==> config.mk <==
export PLATFORM = sky130hd
export DESIGN_NAME = uart_rx_fifo
export DESIGN_NICKNAME = d
export VERILOG_FILES = /design/src/rtl/uart_rx_fifo.sv
export SDC_FILE = /design/constraint.sdc
export NUM_CORES = 1
export LEC_CHECK = 0
export ABC_AREA = 1
export CORE_MARGIN = 8
export CORE_UTILIZATION = 64
export CTS_BUF_LIST = sky130_fd_sc_hd__clkbuf_16
export DETAILED_ROUTE_END_ITERATION = 16
export PLACE_DENSITY_LB_ADDON = 0.15
export SLEW_MARGIN = 20
export SYNTH_ARGS = -nofsm -noshare
export SYNTH_HDL_FRONTEND = slang
export SYNTH_SLANG_ARGS = --single-unit
==> constraint.sdc <==
create_clock -name clk -period 6.2 [get_ports clk]
set_input_delay 0.93 -clock clk [delete_from_list [all_inputs] [get_ports clk]]
set_output_delay 0.93 -clock clk [all_outputs]
set_load 0.005 [all_outputs]
cell_density.png
The bar under the picture is 20 um long. 11 x 11 tiles, from dark purple (low) to yellow (high), 0 to 100% covered.
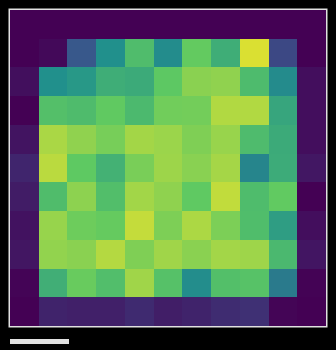
17% of the tiles are nearly empty. The mean over all tiles is 50%. The fullest tile reaches 95%. The densest ninth of the die: middle. 36% of the tiles are over 75% full.
FP Core Util: 65.84%
core area: 8175 um^2
final core utilization: 71.85%

flops_by_reg.png
The bar under the picture is 20 um long.
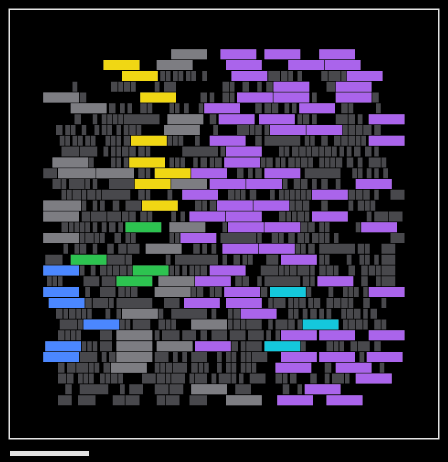
Blue shows `tickCnt_q`, placed flops 6. Green shows `scnt_q`, placed flops 4. Cyan shows `rdPtr_q`, placed flops 3. Purple shows `mem_q`, placed flops 64. Yellow shows `shift_q`, placed flops 8.
Another 26 sequential cells are not colored.
register area: 2781 um^2
P_seq: 765 uW
Seq/total area: 47.35%

metal_density.png
22 x 22 tiles, from dark purple (low) to yellow (high), scaled to the fullest tile. Values are wire area over tile area, all layers added.
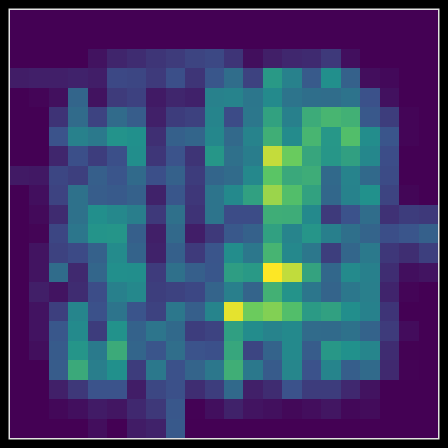
The fullest tile reaches 0.65. The mean over all tiles is 0.15. 11% of the tiles are over half the peak. 26% of the tiles are nearly empty. The densest ninth of the die: middle. The emptiest ninth of the die: top left.
wire per inst: 14.57 um
Routed WL: 11.05 mm
GR Util All Layers: 20.56%
via count: 4,164

==> flow_summary_export.csv <==
group,metric,value,unit
route,detail-route-antenna-nets,0,
grt,grt_use_met3,4.491,%
cells_and_area,buffers,21,
synth,synth_area,5383,um^2
clock_network,clkLatencyLatePin,340,ps
synth,compound_area_share,13.37,%
grt,grt_overflow,0,
worst_setup_path,start_kind,"flop",
clock_network,cts.sinks,111,
worst_hold_path,whs_path_depth,0,
cells_and_area,sh_comb_area,38.53,%
route,dr_wl_met2,5.590,mm
run,cap_violations,0,
route,dr_wl_met3,597,um
floorplanning,die_h,107.7,um
sta,tightest_slew,893.0,ps
floorplanning,chipArea,11600,um^2
sta,fin_hold_ws,361.5,ps
grt,grt.busiest_layer,"met2",
pwr,power,1.436,mW
sta,setup_violations,0,
worst_setup_path,slowest_stage,"dfrtp_1",
grt,antenna_found_initial,0,
sta,skew,8.735,ps
clock_network,clkSlewWorstSetupHoldPaths,70,ps
run_status,outcome,"complete, no violations",
sta,hold_viol,0,
==> synth_stat cells, types with 2 or more instances <==
| master | number |
|---|---|
| a21oi_1 | 7 |
| buf_2 | 2 |
| buf_6 | 8 |
| clkbuf_1 | 8 |
| dfrtp_1 | 108 |
| dfstp_2 | 3 |
| ha_1 | 10 |
| inv_1 | 44 |
| inv_2 | 4 |
| nand2_1 | 174 |
| nand2_2 | 5 |
| nand2_4 | 10 |
| nand3_1 | 17 |
| nand3_2 | 2 |
| nand4_1 | 2 |
| nor2_1 | 76 |
| nor2_2 | 3 |
| nor2_4 | 4 |
| o21ai_0 | 62 |
| o21ai_1 | 59 |
| o21ai_2 | 9 |
| xnor2_1 | 2 |
| xor2_1 | 7 |
Power is estimated from default activity; no workload was simulated.
